<file path="config.mk">
export PLATFORM = sky130hd
export DESIGN_NAME = fm_stereo_nco_gen
export DESIGN_NICKNAME = d
export VERILOG_FILES = /design/src/rtl/fm_stereo_nco_gen.sv
export SDC_FILE = /design/constraint.sdc
export NUM_CORES = 1
export LEC_CHECK = 0
export ABC_AREA = 1
export CAP_MARGIN = 20
export CORE_MARGIN = 4
export CORE_UTILIZATION = 50
export CTS_CLUSTER_DIAMETER = 200
export DETAILED_ROUTE_END_ITERATION = 6
export GPL_TIMING_DRIVEN = 0
export PLACE_DENSITY_LB_ADDON = 0.25
export SLEW_MARGIN = 20
export SYNTH_ARGS = -nofsm -noshare
export SYNTH_HDL_FRONTEND = slang
export SYNTH_SLANG_ARGS = --single-unit
</file>
<file path="constraint.sdc">
create_clock -name i_clk -period 4.9 [get_ports i_clk]
set_input_delay 0.98 -clock i_clk [delete_from_list [all_inputs] [get_ports i_clk]]
set_output_delay 0.98 -clock i_clk [all_outputs]
set_load 0.02 [all_outputs]
</file>
<file path="src/rtl/fm_stereo_nco_gen.sv">
// -----------------------------------------------------------------------------
// fm_stereo_nco_gen
//
// Phase-coherent 38 kHz subcarrier / 19 kHz pilot generator for the FM stereo
// multiplexer. One phase accumulator drives both tones. The 19 kHz tone uses
// the accumulator plus one extra phase bit (r19) that toggles on every
// accumulator wrap. As a result the pilot is exactly half the subcarrier rate
// and stays phase-locked to it.
//
// The square outputs come straight from the phase state. The sine outputs
// come from a shared quarter-wave LUT and trail the square outputs by two
// cycles: one cycle for the LUT read and one for the sign stage.
//
// Ports
//   i_clk        system clock
//   i_rst        synchronous reset, active-high
//   i_en         1 = accumulator advances, 0 = phase frozen
//   i_tw         new 38 kHz tuning word
//   i_tw_valid   1-cycle strobe: capture i_tw as the pending word
//   o_tw_ack     1-cycle pulse: the pending word is now in use
//   o_38kHz      38 kHz square (accumulator MSB)
//   o_19kHz      19 kHz square (r19 toggle bit)
//   o_sync       1-cycle pulse at the start of each 19 kHz cycle
//   o_sub_sin    signed 38 kHz sine sample
//   o_pilot_sin  signed 19 kHz sine sample
//   o_smp_valid  sine pipeline primed
// -----------------------------------------------------------------------------
module fm_stereo_nco_gen #(
  parameter int unsigned PHASE_W    = 32,
  parameter int unsigned TW_DEFAULT = 3264175,
  parameter int unsigned LUT_AW     = 8,
  parameter int unsigned AMP_W      = 12
) (
  input  logic                    i_clk,
  input  logic                    i_rst,
  input  logic                    i_en,
  input  logic [PHASE_W-1:0]      i_tw,
  input  logic                    i_tw_valid,
  output logic                    o_tw_ack,
  output logic                    o_38kHz,
  output logic                    o_19kHz,
  output logic                    o_sync,
  output logic signed [AMP_W-1:0] o_sub_sin,
  output logic signed [AMP_W-1:0] o_pilot_sin,
  output logic                    o_smp_valid
);

  localparam int unsigned LUT_N = 1 << LUT_AW;
  // Sine phase width: 2 quadrant bits plus the LUT address.
  localparam int unsigned SUB_W = LUT_AW + 2;

  // ---------------------------------------------------------------------------
  // Quarter-wave LUT contents.
  // Each entry is sampled at the centre of its step, (k + 0.5). With that
  // offset, mirroring and negating the quarter wave gives an exactly
  // symmetric full wave. The peak magnitude is 2^(AMP_W-1)-1, so negating it
  // never overflows. The sine is a Taylor series in real arithmetic. It is
  // evaluated only while the ROM constants are elaborated.
  // ---------------------------------------------------------------------------
  function automatic logic [AMP_W-2:0] lut_entry(input int k);
    real pi_v;
    real x;
    real x2;
    real term;
    real s;
    real amp;
    int  r;
    pi_v = 3.14159265358979323846;
    x    = pi_v / 2.0 * (real'(k) + 0.5) / real'(LUT_N);
    x2   = x * x;
    term = x;
    s    = x;
    for (int n = 1; n < 12; n++) begin
      term = -term * x2 / real'((2 * n) * (2 * n + 1));
      s    = s + term;
    end
    amp = real'((1 << (AMP_W - 1)) - 1);
    r   = $rtoi(amp * s + 0.5);
    lut_entry = (AMP_W - 1)'(r);
  endfunction

  logic [AMP_W-2:0] lut_rom [LUT_N];

  generate
    for (genvar gi = 0; gi < LUT_N; gi++) begin : g_lut
      assign lut_rom[gi] = lut_entry(gi);
    end
  endgenerate

  // ---------------------------------------------------------------------------
  // Phase accumulator, 19 kHz toggle bit and retune handling
  // ---------------------------------------------------------------------------
  logic [PHASE_W-1:0] acc_q,  acc_d;
  logic               r19_q,  r19_d;
  logic [PHASE_W-1:0] tw_q,   tw_d;
  logic [PHASE_W-1:0] pend_q, pend_d;
  logic               pflag_q, pflag_d;
  logic               sync_q, sync_d;
  logic               ack_q,  ack_d;
  logic [1:0]         vld_q,  vld_d;
  logic [PHASE_W:0]   sum_w;

  // One extra bit captures the unsigned carry, which marks the 38 kHz wrap.
  assign sum_w = {1'b0, acc_q} + {1'b0, tw_q};

  always_comb begin
    acc_d   = acc_q;
    r19_d   = r19_q;
    tw_d    = tw_q;
    pend_d  = pend_q;
    pflag_d = pflag_q;
    sync_d  = 1'b0;
    ack_d   = 1'b0;
    vld_d   = {vld_q[0], 1'b1};

    if (i_en) begin
      acc_d = sum_w[PHASE_W-1:0];
      if (sum_w[PHASE_W]) begin
        r19_d  = ~r19_q;
        // r19 going 1->0 starts a new 19 kHz cycle.
        sync_d = r19_q;
        // A retune is applied only at a wrap, so the frequency step is
        // phase-continuous.
        if (pflag_q) begin
          tw_d    = pend_q;
          pflag_d = 1'b0;
          ack_d   = 1'b1;
        end
      end
    end

    // A strobe on a wrap cycle still lands in the pending slot. It then
    // waits for the next wrap. A later strobe overwrites an unapplied one.
    if (i_tw_valid) begin
      pend_d  = i_tw;
      pflag_d = 1'b1;
    end
  end

  always_ff @(posedge i_clk) begin
    if (i_rst) begin
      acc_q   <= '0;
      r19_q   <= 1'b0;
      tw_q    <= PHASE_W'(TW_DEFAULT);
      pend_q  <= '0;
      pflag_q <= 1'b0;
      sync_q  <= 1'b0;
      ack_q   <= 1'b0;
      vld_q   <= 2'b00;
    end else begin
      acc_q   <= acc_d;
      r19_q   <= r19_d;
      tw_q    <= tw_d;
      pend_q  <= pend_d;
      pflag_q <= pflag_d;
      sync_q  <= sync_d;
      ack_q   <= ack_d;
      vld_q   <= vld_d;
    end
  end

  assign o_38kHz     = acc_q[PHASE_W-1];
  assign o_19kHz     = r19_q;
  assign o_sync      = sync_q;
  assign o_tw_ack    = ack_q;
  assign o_smp_valid = vld_q[1];

  // ---------------------------------------------------------------------------
  // Sine channels: 0 = 38 kHz subcarrier, 1 = 19 kHz pilot.
  // The pilot phase is one bit wider at the top because r19 carries it. The
  // LUT index is therefore taken one bit higher in the accumulator.
  // ---------------------------------------------------------------------------
  logic [SUB_W-1:0] ch_ph [2];

  assign ch_ph[0] = acc_q[PHASE_W-1 -: SUB_W];
  assign ch_ph[1] = {r19_q, acc_q[PHASE_W-1 -: SUB_W-1]};

  generate
    for (genvar gi = 0; gi < 2; gi++) begin : g_ch
      logic [1:0]              quad;
      logic [LUT_AW-1:0]       a_w;
      logic [LUT_AW-1:0]       addr;
      logic [AMP_W-2:0]        mag_q, mag_d;
      logic                    neg_q, neg_d;
      logic [AMP_W-1:0]        mag_ext;
      logic signed [AMP_W-1:0] smp_q, smp_d;

      always_comb begin
        quad    = ch_ph[gi][SUB_W-1 -: 2];
        a_w     = ch_ph[gi][LUT_AW-1:0];
        // Quadrants 1 and 3 run the quarter wave backwards.
        addr    = quad[0] ? ~a_w : a_w;
        mag_d   = lut_rom[addr];
        // Quadrants 2 and 3 are the negative half.
        neg_d   = quad[1];
        mag_ext = {1'b0, mag_q};
        smp_d   = neg_q ? -$signed(mag_ext) : $signed(mag_ext);
      end

      // The pipeline runs every cycle. With the phase frozen it re-reads
      // the same entry, so the outputs hold.
      always_ff @(posedge i_clk) begin
        if (i_rst) begin
          mag_q <= '0;
          neg_q <= 1'b0;
          smp_q <= '0;
        end else begin
          mag_q <= mag_d;
          neg_q <= neg_d;
          smp_q <= smp_d;
        end
      end
    end
  endgenerate

  assign o_sub_sin   = g_ch[0].smp_q;
  assign o_pilot_sin = g_ch[1].smp_q;

endmodule

</file>
==> results.json <==
{
  "outcome": "finished, final reports clean",
  "reg2reg_slack_ps": 1120,
  "setup_viol": 0,
  "drv_slew": 0,
  "cts_made_buffers": 17,
  "p_leak_uw": 0.007200,
  "hold_path.startpoint": "vld_q[0]",
  "die_area_um2": 27980,
  "drc": 0,
  "synth_seq_share_pct": 23.67,
  "end_kind": "flip-flop",
  "grt_max_degree": 20,
  "slowest_stage": "ha_1",
  "yosys_area_um2": 12680,
  "drtPass1Iterations": 6,
  "drt_iter0_markers": 2335,
  "path_cells": "buf_4, inv_2, buf_4, nand2_1, nand2_1, ha_1, clkbuf_1, nand3_1, nand3_1, nand2_1, nand2_1, nand3_1, nand3_1, nand3_1, nand2_1, nor2_1",
  "ys.flop_type": "dfxtp_1",
  "yosysMostFrequentCell": "nand2_1",
  "utilization_pct": 57.29,
  "n_antenna_cell": 0,
  "cp.arrival_ps": 4110,
  "ys_sh_adder_pct": 6.273,
  "crit_required_ps": 5230,
  "tns_ps": 0,
  "cts_root_buf": "clkbuf_16",
  "total_power_uw": 4763,
  "hold_depth": 2,
  "cts_tree": "done",
  "ys_sh_aoi_pct": 13.50,
  "ys_warn_count": 0,
  "vias_per_cell": 6.054,
  "ant_nets": 0,
  "cts_sinks": 150,
  "final_cell_count_no_fill": 2648,
  "hold_violations": 0,
  "endpoint": "g_ch[1].mag_q[2]",
  "post_cts_buffers": 0,
  "postPlaceCellArea_um2": 13720,
  "syn-cell-area_um2": 12680,
  "final_area_um2": 14340,
  "warnings": 50,
  "tightest_slew_ps": 992.3,
  "worstReg2RegEnd": "g_ch[1].mag_q[2]",
  "cap_violations": 0,
  "grt_pass1_wl_um": 84220,
  "peakVddDrop_mv": 0.1994,
  "worstSkewPairLatency_ps": 440,
  "synth_top_cell_by_area": "dfxtp_1",
  "path_buffers": 4,
  "synth_top_area_share_pct": 23.67,
  "htree_levels": 4,
  "cp-startpoint": "acc_q[31]",
  "common_cells": "nand2_1 (713), nand3_1 (300), nor2_1 (261)",
  "fin_crit_sh_pct": 77.23,
  "power.density_nw_per_um2": 332.1,
  "holdCritPathClass": "flip-flop to flip-flop",
  "gp_congestion": 1.075,
  "synthTopLogicFamily": "simple AND/OR/NAND/NOR gates",
  "worst_hold_slack_ps": 412.0,
  "max_freq_mhz": 264.2,
  "mux_share_pct": 0,
  "grt.overflow.total": 0,
  "synth_xor_xnor_area_share_pct": 2.200,
  "clk_pin_slew_ps": 90,
  "critPathTopFamily": "simple AND/OR/NAND/NOR gates",
  "fp_util_pct": 50.66,
  "grt_pass1_vias": 15080,
  "yosysUniqueCellTypes": 43,
  "ys_cells": 2224,
  "r2r_start": "acc_q[31]",
  "area_leaders": "dfxtp_1 (24%), nand2_1 (21%), nand3_1 (12%)",
  "postSynthCellCount": 2224
}
[final cells by class]
type | count | area [um^2]
clock buffer | 17 | 425.4
inverter | 203 | 762.0
timing repair buffer | 62 | 620.6
sequential | 150 | 3003
multi-input combinational | 1766 | 8379
clock inverter | 15 | 198.9
fill | 2521 | 10690
tap | 330 | 412.9
buffer | 105 | 540.5
[cell usage in the layout, fill, tap and decap left out, drive strengths merged, types with 3 or more instances in the layout]
cell type / synthesis / final
xor2: 17 / 17
or2: 3 / 3
nand2: 727 / 727
o211ai: 6 / 6
inv: 200 / 205
ha: 62 / 62
nand4: 15 / 15
nor3: 22 / 22
clkbuf: 41 / 58
nand3: 300 / 300
clkinv: 3 / 13
dfxtp: 150 / 150
a21oi: 160 / 160
nor2: 268 / 268
o2111ai: 3 / 3
xnor2: 11 / 11
o21ai: 142 / 142
buf: 64 / 64
clkdlybuf4s50: 0 / 62
and2: 4 / 4
a31oi: 9 / 9
[flip-flops by register name, summed over array words and instances (netlist names)]
name,flops
o_sub_sin,12
pflag_q,1
o_tw_ack,1
tw_q,32
o_sync,1
o_19kHz,1
g_ch.mag_q,22
acc_q,32
vld_q,2
pend_q,32
o_pilot_sin,12
g_ch.neg_q,2
[per-layer routing]
metal  vias up  track usage [%]  part of all wire [%]  routed length (um)
li1       7360                -                     -                   -
met1      7246            48.42                    39               21270
met2      1148            58.84                    43               23390
met3       278            8.050                    11                6291
met4         0            22.02                   7.0                3861
met5         -                0                     0                   0
[power breakdown]
group / internal, uW / switching [uW] / leakage [uW]
clock: 701 / 697 / 0.000300
combinational: 590 / 1390 / 0.00566
sequential: 1320 / 67.0 / 0.00124
### Cells coloured by class

Bar = 50 um.
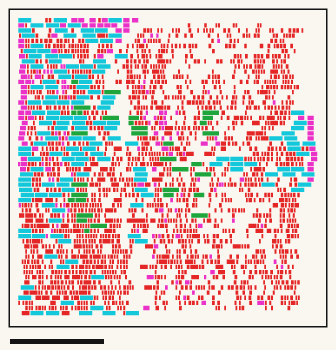
combinational and other logic -> red  # cells 1,969
flops -> cyan  # cells 150
clock drivers and dummy loads -> green  # cells 32
other buffers and delay cells -> magenta  # cells 167
row cnt: 58
core box area: 25,040 um^2
Seq/total area: 20.94%

### I/O nets highlighted

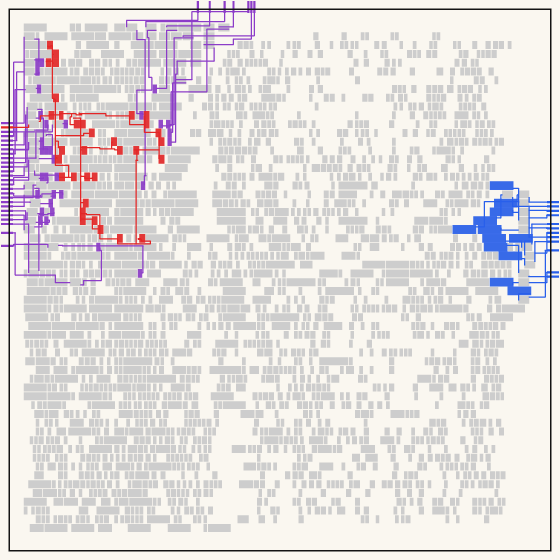
o_sub_sin -> blue  # bits 12, direction output, edge right, end cells 12, buffers 12, wire 217 um
i_tw_valid -> red  # bits 1, direction input, edge left, end cells 33, buffers 4, wire 278 um
i_tw -> purple  # bits 32, direction input, edge 25 left, 7 top, end cells 32, buffers 32, wire 983 um
IO Port Bufs: 62
I/O pin cnt: 65

### Routed metal per tile

Bar = 50 um. The die is cut into 33 by 33 equal tiles; dark purple is low, yellow is high, scaled to the fullest tile. Values are wire area over tile area, all layers added.
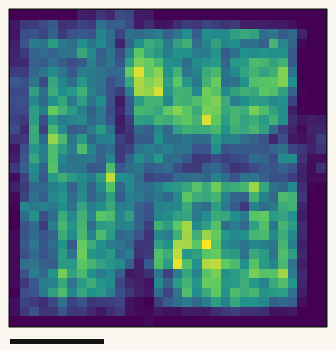
tiles over half the peak = 30%
densest ninth of the die = top middle
nearly empty tiles = 11%
routed len/inst: 20.70 um
via count: 16,030
Global Route Usage Sum: 37.80%
Post-Route WL: 54,810 um

Power and IR drop assume default switching activity.
